**config.mk**
```make
export PLATFORM = sky130hd
export DESIGN_NAME = oled_spi_rx
export DESIGN_NICKNAME = d
export VERILOG_FILES = /design/src/rtl/oled_spi_pkg.sv /design/src/rtl/oled_spi_rx_fifo.sv /design/src/rtl/oled_spi_rx.sv
export SDC_FILE = /design/constraint.sdc
export NUM_CORES = 1
export LEC_CHECK = 0
export ABC_AREA = 1
export ABC_CLOCK_PERIOD_IN_PS = 2200
export CORE_AREA = 2 2 146 148
export DETAILED_ROUTE_END_ITERATION = 8
export DIE_AREA = 0 0 148 150
export GPL_ROUTABILITY_DRIVEN = 0
export SETUP_SLACK_MARGIN = 0.15
export SLEW_MARGIN = 20
export SYNTH_ARGS = -nofsm -noshare
export SYNTH_HDL_FRONTEND = slang
export SYNTH_SLANG_ARGS = --single-unit
```
**constraint.sdc**
```tcl
create_clock -name clk -period 2.2 [get_ports clk]
set_input_delay 0.22 -clock clk [delete_from_list [all_inputs] [get_ports clk]]
set_output_delay 0.22 -clock clk [all_outputs]
set_load 0.1 [all_outputs]
```
**src/rtl/oled_spi_pkg.sv**
```systemverilog
// Shared types for the OLED SPI slave receiver.
// FSM states, FIFO entry layout and frame byte limit.
package oled_spi_pkg;

    typedef enum logic [1:0] {
        RESYNC,
        IDLE,
        ACTIVE
    } rx_state_t;

    typedef struct packed {
        logic       is_data;
        logic [7:0] data;
    } rx_entry_t;

    localparam int unsigned MAX_FRAME_BYTES = 15;

endpackage

```
**src/rtl/oled_spi_rx_fifo.sv**
```systemverilog
// First-word-fall-through FIFO of {is_data, byte} entries.
// Pointers carry one extra bit to tell full from empty.
module oled_spi_rx_fifo
    import oled_spi_pkg::*;
#(
    parameter int FIFO_DEPTH = 8
) (
    input  logic      clk,
    input  logic      rst_n,
    input  logic      push_i,
    input  rx_entry_t din_i,
    input  logic      pop_i,
    output logic      full_o,
    output logic      empty_o,
    output rx_entry_t head_o
);

    localparam int AW = $clog2(FIFO_DEPTH);

    logic [AW:0] wr_q;
    logic [AW:0] rd_q;
    rx_entry_t   mem_q [FIFO_DEPTH];
    logic        do_push;
    logic        do_pop;

    assign empty_o = (wr_q == rd_q);
    assign full_o  = (wr_q[AW] != rd_q[AW]) &&
                     (wr_q[AW-1:0] == rd_q[AW-1:0]);
    assign do_pop  = pop_i & ~empty_o;
    // A pop in the same cycle frees the slot a full-FIFO push needs.
    assign do_push = push_i & (~full_o | do_pop);
    assign head_o  = empty_o ? '0 : mem_q[rd_q[AW-1:0]];

    // Advance read and write pointers.
    always_ff @(posedge clk or negedge rst_n) begin
        if (!rst_n) begin
            wr_q <= '0;
            rd_q <= '0;
        end else begin
            if (do_push) wr_q <= wr_q + 1'b1;
            if (do_pop)  rd_q <= rd_q + 1'b1;
        end
    end

    // Storage array; contents are don't-care until written.
    always_ff @(posedge clk) begin
        if (do_push) mem_q[wr_q[AW-1:0]] <= din_i;
    end

endmodule

```
**src/rtl/oled_spi_rx.sv**
```systemverilog
// SPI slave receiver: oversampled cs/sclk/mosi/d_c, MSB-first bytes into a FIFO.
// Define OLED_SPI_RX_STATS_EN to add cmd_count/data_count byte counters.
module oled_spi_rx
    import oled_spi_pkg::*;
#(
    parameter int FIFO_DEPTH  = 8,
    parameter int SYNC_STAGES = 2
) (
    input  logic        clk,
    input  logic        rst_n,
    input  logic        cs,
    input  logic        sclk,
    input  logic        mosi,
    input  logic        d_c,
    output logic [7:0]  rx_byte,
    output logic        rx_is_data,
    output logic        rx_valid,
    input  logic        rx_ready,
    output logic        frame_done,
    output logic [3:0]  frame_bytes,
    output logic        partial_err,
    output logic        overflow,
    input  logic        ovf_clr
`ifdef OLED_SPI_RX_STATS_EN
    ,
    output logic [15:0] cmd_count,
    output logic [15:0] data_count
`endif
);

    localparam int S = SYNC_STAGES;

    logic [S-1:0] cs_q;
    logic [S-1:0] sclk_q;
    logic [S-1:0] mosi_q;
    logic [S-1:0] dc_q;
    logic [S-1:0] prime_q;
    logic         sclk_dly_q;

    logic cs_s;
    logic mosi_s;
    logic dc_s;
    logic primed;
    logic sclk_rise;

    rx_state_t state_q;
    logic [6:0] shift_q;
    logic [2:0] bitcnt_q;
    logic [3:0] bytecnt_q;
    logic       tag_q;
    logic       push_q;
    rx_entry_t  push_entry_q;
    logic       frame_done_q;
    logic       partial_err_q;
    logic [3:0] frame_bytes_q;
    logic       overflow_q;
    logic       overflow_d;

    logic      fifo_full;
    logic      fifo_empty;
    rx_entry_t head;
    logic      pop;
    logic      accept;
    logic      drop;

    assign cs_s      = cs_q[S-1];
    assign mosi_s    = mosi_q[S-1];
    assign dc_s      = dc_q[S-1];
    assign primed    = prime_q[S-1];
    assign sclk_rise = sclk_q[S-1] & ~sclk_dly_q;

    // Pin synchronizers; prime_q marks when the chains hold real pin samples.
    always_ff @(posedge clk or negedge rst_n) begin
        if (!rst_n) begin
            cs_q       <= '1;
            sclk_q     <= '0;
            mosi_q     <= '0;
            dc_q       <= '0;
            prime_q    <= '0;
            sclk_dly_q <= 1'b0;
        end else begin
            cs_q       <= {cs_q[S-2:0], cs};
            sclk_q     <= {sclk_q[S-2:0], sclk};
            mosi_q     <= {mosi_q[S-2:0], mosi};
            dc_q       <= {dc_q[S-2:0], d_c};
            prime_q    <= {prime_q[S-2:0], 1'b1};
            sclk_dly_q <= sclk_q[S-1];
        end
    end

    // Frame FSM: byte assembly, FIFO push and end-of-frame reporting.
    always_ff @(posedge clk or negedge rst_n) begin
        if (!rst_n) begin
            state_q       <= RESYNC;
            shift_q       <= '0;
            bitcnt_q      <= '0;
            bytecnt_q     <= '0;
            tag_q         <= 1'b0;
            push_q        <= 1'b0;
            push_entry_q  <= '0;
            frame_done_q  <= 1'b0;
            partial_err_q <= 1'b0;
            frame_bytes_q <= '0;
        end else begin
            push_q        <= 1'b0;
            frame_done_q  <= 1'b0;
            partial_err_q <= 1'b0;
            case (state_q)
                RESYNC: begin
                    // The reset value of the cs chain is not a real deassertion.
                    if (primed && cs_s) state_q <= IDLE;
                end
                IDLE: begin
                    if (!cs_s) begin
                        state_q   <= ACTIVE;
                        bitcnt_q  <= '0;
                        bytecnt_q <= '0;
                        tag_q     <= dc_s;
                    end
                end
                ACTIVE: begin
                    if (cs_s) begin
                        state_q       <= IDLE;
                        frame_done_q  <= 1'b1;
                        frame_bytes_q <= bytecnt_q;
                        partial_err_q <= (bitcnt_q != 3'd0);
                    end else if (sclk_rise) begin
                        shift_q  <= {shift_q[5:0], mosi_s};
                        bitcnt_q <= bitcnt_q + 3'd1;
                        if (bitcnt_q == 3'd7) begin
                            push_q               <= 1'b1;
                            push_entry_q.is_data <= tag_q;
                            push_entry_q.data    <= {shift_q, mosi_s};
                            if (bytecnt_q != 4'(MAX_FRAME_BYTES))
                                bytecnt_q <= bytecnt_q + 4'd1;
                        end
                    end
                end
                default: state_q <= RESYNC;
            endcase
        end
    end

    oled_spi_rx_fifo #(
        .FIFO_DEPTH (FIFO_DEPTH)
    ) u_fifo (
        .clk     (clk),
        .rst_n   (rst_n),
        .push_i  (push_q),
        .din_i   (push_entry_q),
        .pop_i   (pop),
        .full_o  (fifo_full),
        .empty_o (fifo_empty),
        .head_o  (head)
    );

    assign pop        = rx_valid & rx_ready;
    assign accept     = push_q & (~fifo_full | pop);
    assign drop       = push_q & fifo_full & ~pop;
    assign overflow_d = drop ? 1'b1 : (ovf_clr ? 1'b0 : overflow_q);

    // Sticky overflow flag; a drop outranks a clear.
    always_ff @(posedge clk or negedge rst_n) begin
        if (!rst_n) overflow_q <= 1'b0;
        else        overflow_q <= overflow_d;
    end

`ifdef OLED_SPI_RX_STATS_EN
    logic [15:0] cmd_cnt_q;
    logic [15:0] data_cnt_q;

    // Count bytes actually accepted into the FIFO, split by tag.
    always_ff @(posedge clk or negedge rst_n) begin
        if (!rst_n) begin
            cmd_cnt_q  <= '0;
            data_cnt_q <= '0;
        end else if (accept) begin
            if (push_entry_q.is_data) data_cnt_q <= data_cnt_q + 16'd1;
            else                      cmd_cnt_q  <= cmd_cnt_q + 16'd1;
        end
    end

    assign cmd_count  = cmd_cnt_q;
    assign data_count = data_cnt_q;
`else
    logic unused_accept;
    assign unused_accept = accept;
`endif

    assign rx_valid    = ~fifo_empty;
    assign rx_byte     = head.data;
    assign rx_is_data  = head.is_data;
    assign frame_done  = frame_done_q;
    assign frame_bytes = frame_bytes_q;
    assign partial_err = partial_err_q;
    assign overflow    = overflow_q;

endmodule

```
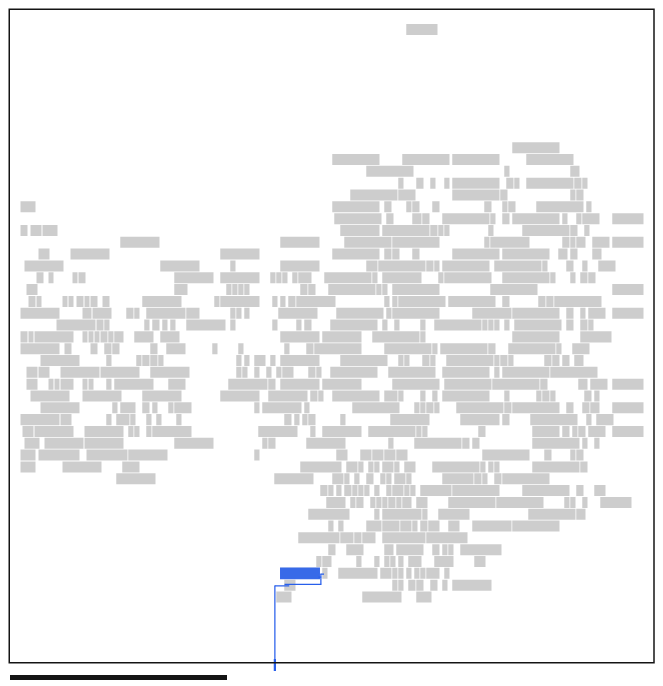
(images/port_trees.png)
Scale bar: 50 um.
legend:
  overflow:
    colour: blue
    bits: 1
    direction: output
    edge: south
    end_cells: 1
    buffers: 1
    wire: 32.1 um

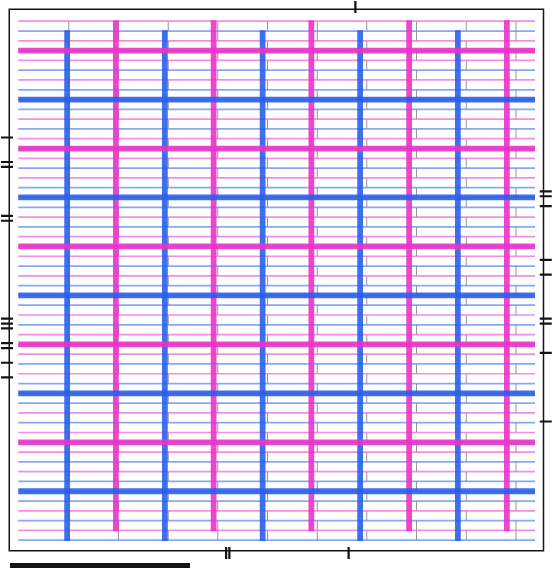
(images/floorplan.png)
Scale bar: 50 um. Pins as bars on the die edge. Tap cells in grey.
legend:
  VSS:
    colour: blue
  VDD:
    colour: magenta
rows: 53
signal pins: 25
met5 straps: 10
met4 straps: 10
maximum VDD drop: 0.609 mV
Core Region: 20700 um^2

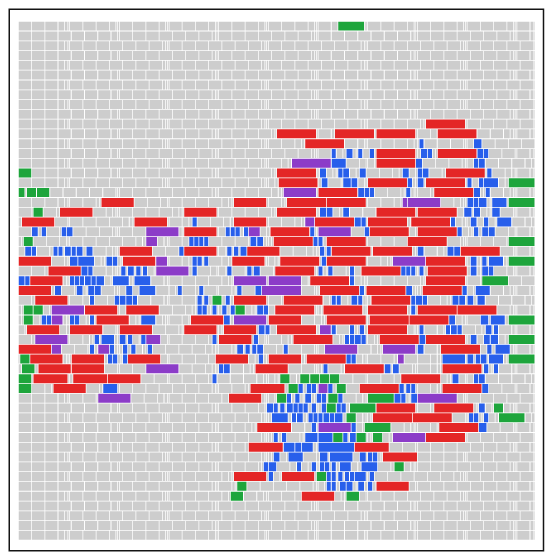
(images/class_map.png)
Fill, decap, tap and diode cells in grey.
legend:
  remaining buffers and delay cells:
    colour: green
    cells: 48
  clock drivers and dummy loads:
    colour: purple
    cells: 32
  registers:
    colour: red
    cells: 125
  remaining logic cells:
    colour: blue
    cells: 331
Layout Cell Area excl Fill: 6620 um^2
final core utilization: 32.0%
sequential share of cell area: 52.8%
Std-Cell Rows: 53

==> run summary <==
Purpose: to document the outcome of synthesis and place and route.

Pwr
The internal cell power is 4.37 mW. Per the breakdown, switching nets consume 21.7% of all power. Clock network power for this build is 2.86 mW.

The leakage component of the power is 2.71 nW. The flow reports that sequential cells draw 45.5% of the design power. The final power report lists total power as 5.58 mW.

Die
In this run the vertical extent of the chip is 150 um. The die covers 22200 um^2. The die is 148 um wide. The pre-placement core utilization is 24.6%. The I/O pin count is 25.

Final timing
Once routing completed, OpenROAD measured the worst setup slack at 0.154 ns. The final hold slack is 0.216 ns. Setup repair after global routing could not meet its margin everywhere. In the finished design, the share of the clock period the worst path needs comes to 93.0%.

The largest clock skew in the final design is 0.00724 ns. The number of hold violations in the final report is 0. The max-slew violation total from the final report is 0. The number of setup violations in the final report is 0. The final total negative setup slack is 0 ns. The measured slew at the worst slew-check pin is 0.663 ns.

Layout
The multi-input combinational cell count is 307. At the end of the flow, the number of nets in the layout was 537. Summing all multi-input logic gate instances after layout gives 1540 um^2. The buffering overhead is 8.13%. Measured on the final layout, the clock distribution area share stands at 9.22%. The number of clock-tree buffers in the layout is 18. The multi-input logic portion of the cell area is 23.3%. The top cell type in the final layout, fill and taps aside, is nor2_1. According to the cell report, flip-flops and latches in the layout number 125.

The dominant kind of cell by area is flip-flops and latches. In the layout the commonest cells are nor2_1 (86), nand2_1 (82), edfxtp_1 (72), o21ai_0 (49), dfrtp_1 (46). The register area is 3500 um^2.

Setup path
The largest fanout of any net on the critical path is 9. The worst register-to-register path has a depth of 9. The type of origin of the critical path is a flip-flop. The register-to-register setup slack is 0.36 ns.

The worst setup path is captured at a primary output. The worst endpoint required time is 1.98 ns. The critical path starts at u_fifo.rd_q[0]$_DFFE_PN0P_.

In this design, the largest share of critical-path delay is due to simple AND/OR/NAND/NOR gates. The worst path buffer plus inverter count is 2. STA puts the critical path data arrival time at 1.83 ns. The reg-to-reg endpoint is u_fifo.mem_q[2][1]$_DFFE_PP_.

Global routing
Global routing used 15.8% of the available met2 tracks. The total grt overflow is 0. Routing resource usage on met3 recorded by global route was 3.02%. The wire length of the first global-routing pass is 17100 um. The number of antenna violations at the first check in global routing is 0.

Logic synthesis
Of the post-synthesis cell area, the part taken by muxes is 0.222%. The yosys cell count is 474. The synthesis stat section lists a flop and latch total of 125. The synthesis warning total is 0. Averaged over all synthesized cells, the footprint is 10.7 um^2. The synthesized-area fraction occupied by xor and xnor cells is 0.862%. The fraction of synthesized cell area taken by the top area cell type is 42.5%. The most numerous cell in the Yosys netlist is nor2_1. The number of enable-type register cells in the synthesized netlist is 72. The sequential share of the synthesized area is 68.7%.

Per the synthesis report, the AND-OR/OR-AND share of the synthesized area is 6.92%.

Detailed routing
The wire length on met3 is 492 um. After the first detailed-routing iteration, the DRC count stood at 163. The number of iterations in the first detailed-routing pass is 4.

The met2 wire length is 4660 um. The highest metal layer carrying signal wires in the routed design is met4.

Placed design
The placed wire-length estimate is 6360 um. The total instance count after detailed placement is 772. Prior to clock tree synthesis, the placed netlist has a worst setup slack of 0.357 ns. In this run the cell area measured after placement is 5840 um^2.

CTS
The cell sitting at the root of the clock tree is a clkbuf_16. The cts-stage hold buffer count is 1. The clock tree from TritonCTS is yes. Per the TritonCTS log, the buffer count is 17. Per the repair_timing log after CTS, setup buffers inserted total 5. Post-CTS repair changed the size of 30 cells. The clock latency on the worst-skew pair is 0.41 ns. The timing report gives the clock slew at the launch and capture registers of the worst setup and hold paths as 0.06 ns.

Job
Per the run summary, max-cap violations total 0.

Worst hold path
The path class of the tightest hold or removal check is in -> reg.

Run status
The run finished with clean final reports.
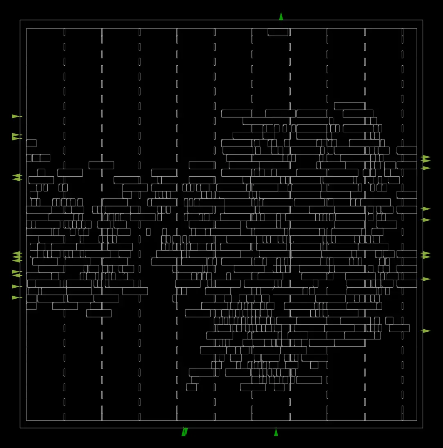
(images/placed.png)
number of filler instances in the final layout: 2113
Tap Cells: 275

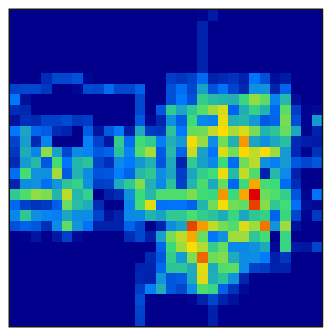
(images/route_heat.png)
The die is cut into 30 by 30 equal tiles; dark blue is low, red is high, scaled to the fullest tile. Values are wire area over tile area, all layers added.
nearly empty tiles: 47%
fullest tile: 0.41
emptiest ninth of the die: north-west
post-detailed-route wirelength per cell: 12.4 um
Via Count: 3321
sum of routed wire length over all layers: 10100 um
total routing resource utilization after global routing: 10.1%

Power is estimated from default activity; no workload was simulated.
